## src/rtl/alu_cmd_pkg.sv

```systemverilog
// Shared opcodes, widths, FSM states and response payload for the ALU command driver.
package alu_cmd_pkg;

    localparam int unsigned NIBBLE_W = 4;
    localparam int unsigned RESULT_W = 8;
    localparam int unsigned OP_W     = 3;

    localparam logic [OP_W-1:0] OP_ADD  = 3'd0;
    localparam logic [OP_W-1:0] OP_NEGA = 3'd1;
    localparam logic [OP_W-1:0] OP_NEGB = 3'd2;
    localparam logic [OP_W-1:0] OP_SUB  = 3'd3;
    localparam logic [OP_W-1:0] OP_MUL  = 3'd4;
    localparam logic [OP_W-1:0] OP_AND  = 3'd5;
    localparam logic [OP_W-1:0] OP_OR   = 3'd6;
    localparam logic [OP_W-1:0] OP_XOR  = 3'd7;

    typedef enum logic {
        ST_IDLE  = 1'b0,
        ST_DRIVE = 1'b1
    } state_t;

    // One response FIFO entry: opcode that produced it plus the sampled ALU byte.
    typedef struct packed {
        logic [OP_W-1:0]     op;
        logic [RESULT_W-1:0] data;
    } rsp_entry_t;

    // Opcode k selects ALU function bit (7-k).
    function automatic logic [RESULT_W-1:0] op_to_sel(input logic [OP_W-1:0] op);
        return RESULT_W'(8'b1000_0000 >> op);
    endfunction

endpackage

```

## src/rtl/resp_fifo.sv

```systemverilog
// Synchronous response FIFO; power-of-2 depth, wrapping pointers, separate occupancy count.
module resp_fifo #(
    parameter int unsigned DEPTH = 4,
    parameter int unsigned WIDTH = 11
) (
    input  logic                     clk,
    input  logic                     i_rst,
    input  logic                     i_push,
    input  logic [WIDTH-1:0]         i_data,
    input  logic                     i_pop,
    output logic [WIDTH-1:0]         o_data_c,
    output logic                     o_full_c,
    output logic                     o_empty_c,
    output logic [$clog2(DEPTH):0]   o_count
);

    localparam int unsigned PTR_W = $clog2(DEPTH);
    localparam int unsigned CNT_W = PTR_W + 1;

    logic [WIDTH-1:0] r_mem [DEPTH];
    logic [PTR_W-1:0] r_wr_ptr;
    logic [PTR_W-1:0] r_rd_ptr;
    logic [CNT_W-1:0] r_count;
    logic             w_do_push;
    logic             w_do_pop;

    assign o_full_c  = (r_count == CNT_W'(DEPTH));
    assign o_empty_c = (r_count == '0);
    assign w_do_push = i_push && !o_full_c;
    assign w_do_pop  = i_pop && !o_empty_c;
    // Head reads as zero when empty so stale storage never leaks out.
    assign o_data_c  = o_empty_c ? '0 : r_mem[r_rd_ptr];
    assign o_count   = r_count;

    // Pointer and occupancy tracking; reset flushes the queue.
    always_ff @(posedge clk) begin
        if (i_rst) begin
            r_wr_ptr <= '0;
            r_rd_ptr <= '0;
            r_count  <= '0;
        end else begin
            if (w_do_push) begin
                r_wr_ptr <= r_wr_ptr + PTR_W'(1);
            end
            if (w_do_pop) begin
                r_rd_ptr <= r_rd_ptr + PTR_W'(1);
            end
            case ({w_do_push, w_do_pop})
                2'b10:   r_count <= r_count + CNT_W'(1);
                2'b01:   r_count <= r_count - CNT_W'(1);
                default: r_count <= r_count;
            endcase
        end
    end

    // Entry storage, written at the tail on push.
    always_ff @(posedge clk) begin
        if (w_do_push) begin
            r_mem[r_wr_ptr] <= i_data;
        end
    end

endmodule

```

## src/rtl/alu_cmd_driver.sv

```systemverilog
// Initiator for the one-hot-opcode ALU: drives operands/select for a settle window,
// then captures the result into a response FIFO. One operation in flight at a time.
module alu_cmd_driver
    import alu_cmd_pkg::*;
#(
    parameter int unsigned SETTLE_CYCLES = 1,
    parameter int unsigned FIFO_DEPTH    = 4
) (
    input  logic                clk,
    input  logic                rst,
    input  logic                cmd_valid,
    output logic                cmd_ready,
    input  logic [OP_W-1:0]     cmd_op,
    input  logic [NIBBLE_W-1:0] cmd_a,
    input  logic [NIBBLE_W-1:0] cmd_b,
    input  logic                cmd_chain,
    output logic [RESULT_W-1:0] alu_operands,
    output logic [RESULT_W-1:0] alu_sel,
    input  logic [RESULT_W-1:0] alu_result,
    output logic                rsp_valid,
    input  logic                rsp_ready,
    output logic [RESULT_W-1:0] rsp_data,
    output logic [OP_W-1:0]     rsp_op,
    output logic                busy
);

    localparam int unsigned CNT_W  = 4;
    localparam int unsigned FCNT_W = $clog2(FIFO_DEPTH) + 1;

    state_t              r_state;
    state_t              w_state_nxt;
    logic [RESULT_W-1:0] r_operands;
    logic [RESULT_W-1:0] w_operands_nxt;
    logic [RESULT_W-1:0] r_sel;
    logic [RESULT_W-1:0] w_sel_nxt;
    logic [OP_W-1:0]     r_op;
    logic [OP_W-1:0]     w_op_nxt;
    logic [CNT_W-1:0]    r_cnt;
    logic [CNT_W-1:0]    w_cnt_nxt;
    logic [NIBBLE_W-1:0] r_chain;
    logic [NIBBLE_W-1:0] w_chain_nxt;
    logic                w_accept;
    logic                w_push;
    logic                w_full;
    logic                w_empty;
    logic [FCNT_W-1:0]   w_count;
    rsp_entry_t          w_push_entry;
    rsp_entry_t          w_head;

    assign cmd_ready         = (r_state == ST_IDLE) && (w_count < FCNT_W'(FIFO_DEPTH)) && !rst;
    assign w_accept          = cmd_valid && cmd_ready;
    assign w_push_entry.op   = r_op;
    assign w_push_entry.data = alu_result;

    assign alu_operands = r_operands;
    assign alu_sel      = r_sel;
    assign busy         = (r_state == ST_DRIVE);
    assign rsp_valid    = !w_empty;
    assign rsp_data     = w_head.data;
    assign rsp_op       = w_head.op;

    // State register.
    always_ff @(posedge clk) begin
        if (rst) begin
            r_state <= ST_IDLE;
        end else begin
            r_state <= w_state_nxt;
        end
    end

    // Next-state and datapath update: launch on accept, sample the ALU when the settle count expires.
    always_comb begin
        w_state_nxt    = r_state;
        w_operands_nxt = r_operands;
        w_sel_nxt      = r_sel;
        w_op_nxt       = r_op;
        w_cnt_nxt      = r_cnt;
        w_chain_nxt    = r_chain;
        w_push         = 1'b0;
        case (r_state)
            ST_IDLE: begin
                if (w_accept) begin
                    w_operands_nxt = {(cmd_chain ? r_chain : cmd_a), cmd_b};
                    w_sel_nxt      = op_to_sel(cmd_op);
                    w_op_nxt       = cmd_op;
                    w_cnt_nxt      = CNT_W'(SETTLE_CYCLES - 1);
                    w_state_nxt    = ST_DRIVE;
                end
            end
            ST_DRIVE: begin
                if (r_cnt == '0) begin
                    w_push      = !w_full;
                    w_chain_nxt = alu_result[RESULT_W-1:NIBBLE_W];
                    w_sel_nxt   = '0;
                    w_state_nxt = ST_IDLE;
                end else begin
                    w_cnt_nxt = r_cnt - CNT_W'(1);
                end
            end
            default: begin
                w_state_nxt = ST_IDLE;
            end
        endcase
    end

    // Datapath registers; reset abandons any in-flight operation and clears the chain history.
    always_ff @(posedge clk) begin
        if (rst) begin
            r_operands <= '0;
            r_sel      <= '0;
            r_op       <= '0;
            r_cnt      <= '0;
            r_chain    <= '0;
        end else begin
            r_operands <= w_operands_nxt;
            r_sel      <= w_sel_nxt;
            r_op       <= w_op_nxt;
            r_cnt      <= w_cnt_nxt;
            r_chain    <= w_chain_nxt;
        end
    end

    resp_fifo #(
        .DEPTH (FIFO_DEPTH),
        .WIDTH ($bits(rsp_entry_t))
    ) u_resp_fifo (
        .clk       (clk),
        .i_rst     (rst),
        .i_push    (w_push),
        .i_data    (w_push_entry),
        .i_pop     (rsp_ready),
        .o_data_c  (w_head),
        .o_full_c  (w_full),
        .o_empty_c (w_empty),
        .o_count   (w_count)
    );

endmodule

```

## config.mk

```make
export PLATFORM = sky130hd
export DESIGN_NAME = alu_cmd_driver
export DESIGN_NICKNAME = d
export VERILOG_FILES = /design/src/rtl/alu_cmd_pkg.sv /design/src/rtl/resp_fifo.sv /design/src/rtl/alu_cmd_driver.sv
export SDC_FILE = /design/constraint.sdc
export NUM_CORES = 1
export LEC_CHECK = 0
export CAP_MARGIN = 20
export CORE_MARGIN = 2
export CORE_UTILIZATION = 50
export DETAILED_ROUTE_END_ITERATION = 8
export DONT_BUFFER_PORTS = 1
export PLACE_DENSITY = 0.74
export SLEW_MARGIN = 30
export SYNTH_ARGS = -nofsm -noshare
export SYNTH_HDL_FRONTEND = slang
export SYNTH_SLANG_ARGS = --single-unit
```

## constraint.sdc

```tcl
create_clock -name clk -period 4.2 [get_ports clk]
set_input_delay 0.84 -clock clk [delete_from_list [all_inputs] [get_ports clk]]
set_output_delay 0.84 -clock clk [all_outputs]
set_load 0.02 [all_outputs]
```

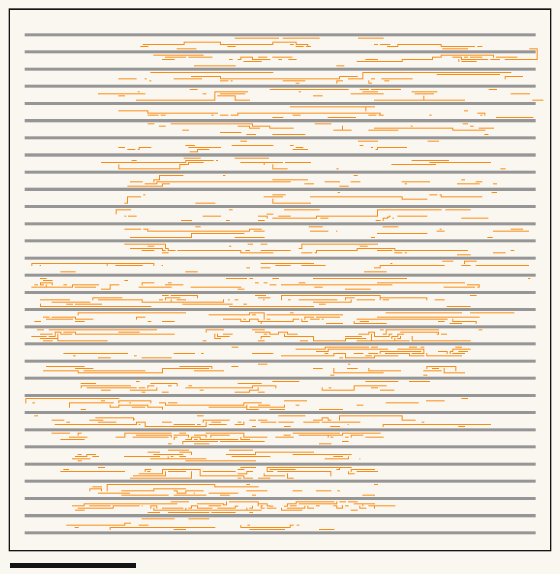
*Met1 routing*
Scale bar: 20 µm. Supply wires on this layer in grey.
The longest straight run is 23.5 µm. The layer carries 2,640 µm of wire.
total wire length after detailed routing: 5860 µm
count of vias placed by the detailed router: 1,908
GR Util met1: 0.227

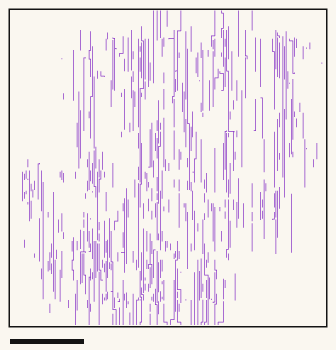
*Met2 routing*
Scale bar: 20 µm.
The layer carries 2,820 µm of wire. The wires run mostly vertical. The layer holds 48% of the routed length. The longest straight run is 38.1 µm. 232 nets have wire on it.
met2 Resource Use GR: 0.275

==> Slide: Implementation Results <==
Implementation Results

Clocking
  • Post-CTS setup repair buffer count: 0
  • Hold_buf cts: 0

Min path
  • Hold-critical path depth: 2
  • Worst min-delay path startpoint: r_op[0]

Critical path
  • Setup slack, reg-to-reg: 1280 ps
  • Reg2Reg Depth: 10
  • Arrival time of the worst setup path: 3200 ps
  • Crit path launch type: register
  • Kind of end point of the critical path: register

STA
  • Setup total negative slack: 0 ps
  • Post-route clock skew: 10.6 ps
  • Total of endpoints with negative setup slack in the final report: 0
  • Worst-case hold slack: 495 ps

Placed design
  • Port Buffers: 0

Yosys
  • Post-synth area from yosys stat: 3320 µm²
  • Post-synth top cells: 44 x edfxtp_1, 37 x dfxtp_1, 21 x nor2_1
  • Net count of the mapped netlist: 288
  • Most common cell in the synthesized netlist: edfxtp_1
  • Number of enable-type register cells in the synthesized netlist: 44
  • Flip-flop and latch count after synthesis: 81

Die
  • Floorplan die area: 7310 µm²
  • Core outline area: 6390 µm²

Cells and area
  • Utilization of the core after routing: 0.560
  • Area added between synthesis and finish: 7.61%

Flow run
  • Number of warnings in the stage logs: 29

Global route
  • Busiest layer in global routing: met2
  • Via count of the first global-routing pass: 1,862
  • Initial antenna violation count: 0

Status
  • Outcome: finished clean
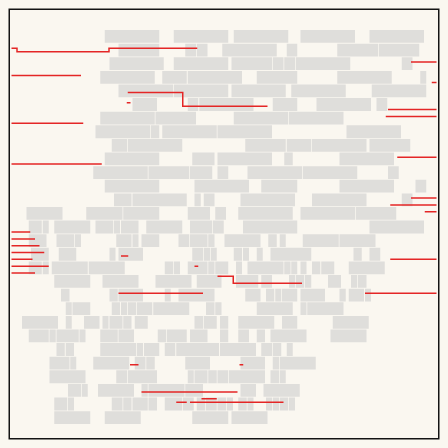
*Metal 3*
The layer holds 5.1% of the routed length. The layer carries 299 µm of wire.
met3 Usage GRT: 0.0558

stage by stage:
step                      cells  area, µm²  power, mW
after floorplan             257       3320       1.19
after global placement      322       3390       1.23
after detailed placement    323       3400       1.25
after CTS                   339       3580       1.75
after global routing        339       3580       1.81
final                       339       3580       1.73
sequential cells by signal (all words and copies together), names as in the netlist, named ones only:
register / cells
r_op: 3
u_resp_fifo.r_wr_ptr: 2
u_resp_fifo.o_count: 3
r_chain: 4
r_cnt: 4
u_resp_fifo.r_mem: 44
alu_operands: 8
alu_sel: 8
busy: 1
u_resp_fifo.r_rd_ptr: 2
logic make-up (layout without fill, tap and decap cells):
kind of cell             after synthesis  after routing  share of synthesized area
AND-OR/OR-AND                         33             33                     0.0569
XOR/XNOR                               3              3                    0.00791
adder cells (fa/ha/maj)                7              7                     0.0286
buffers and inverters                 25             30                     0.0313
flip-flops                            81             81                      0.620
multiplexers                          24             24                      0.115
AND/OR/NAND/NOR                       84             84                      0.140
area by class of cell:
class / count / area [µm²]
clock buffer: 9 / 124
tap: 77 / 96.3
inverter: 11 / 41.3
fill: 530 / 2810
timing repair buffer: 3 / 26.3
sequential: 81 / 2060
clock inverter: 7 / 53.8
multi-input combinational: 151 / 1170
critical path, cell delays in order, from the launching register on:
cell      delay (ps)
dfxtp_1          800
nor4bb_2         340
buf_4            230
a21boi_1         440
inv_1             90
ha_1             220
inv_1             70
fa_1             170
xor2_1            70
or3_1            300
a21oi_1          130
worst max path at each step:
| stage | start | endpoint |
|---|---|---|
| after floorplan | rst | cmd_ready |
| after global placement | busy | u_resp_fifo.o_count[2] |
| after detailed placement | busy | u_resp_fifo.o_count[2] |
| after CTS | busy | u_resp_fifo.o_count[2] |
| after global routing | busy | u_resp_fifo.o_count[2] |
| final | busy | u_resp_fifo.o_count[2] |
per-layer routing:
| layer | vias to the layer above | part of all wire |
|---|---|---|
| met2 | 43 | 0.48 |
| li1 | 933 | - |
| met1 | 925 | 0.45 |
| met3 | 7 | 0.051 |
| met5 | - | 0 |
| met4 | 0 | 0.017 |
cells in the final DEF, fill, tap and decap left out, types with 3 or more instances in the layout:
cell type,Yosys,final
dfxtp_1,37,37
nand2b_1,11,11
mux4_2,11,11
and2_1,4,4
ha_1,6,6
a21oi_1,12,12
nand2_1,17,17
mux2i_1,10,10
o21ai_0,12,12
nor3_1,7,7
mux2_2,3,3
nor2b_1,11,11
clkinv_4,0,3
clkbuf_8,0,9
a211oi_1,4,4
edfxtp_1,44,44
nor2_1,21,21
xor2_1,3,3
inv_1,11,11
where the power goes:
part           leakage [nW]  internal (mW)  switching (mW)
Sequential            0.698          0.869          0.0637
Combinational         0.416          0.119           0.171
Clock                0.0939          0.220           0.286
Power and IR drop assume default switching activity.
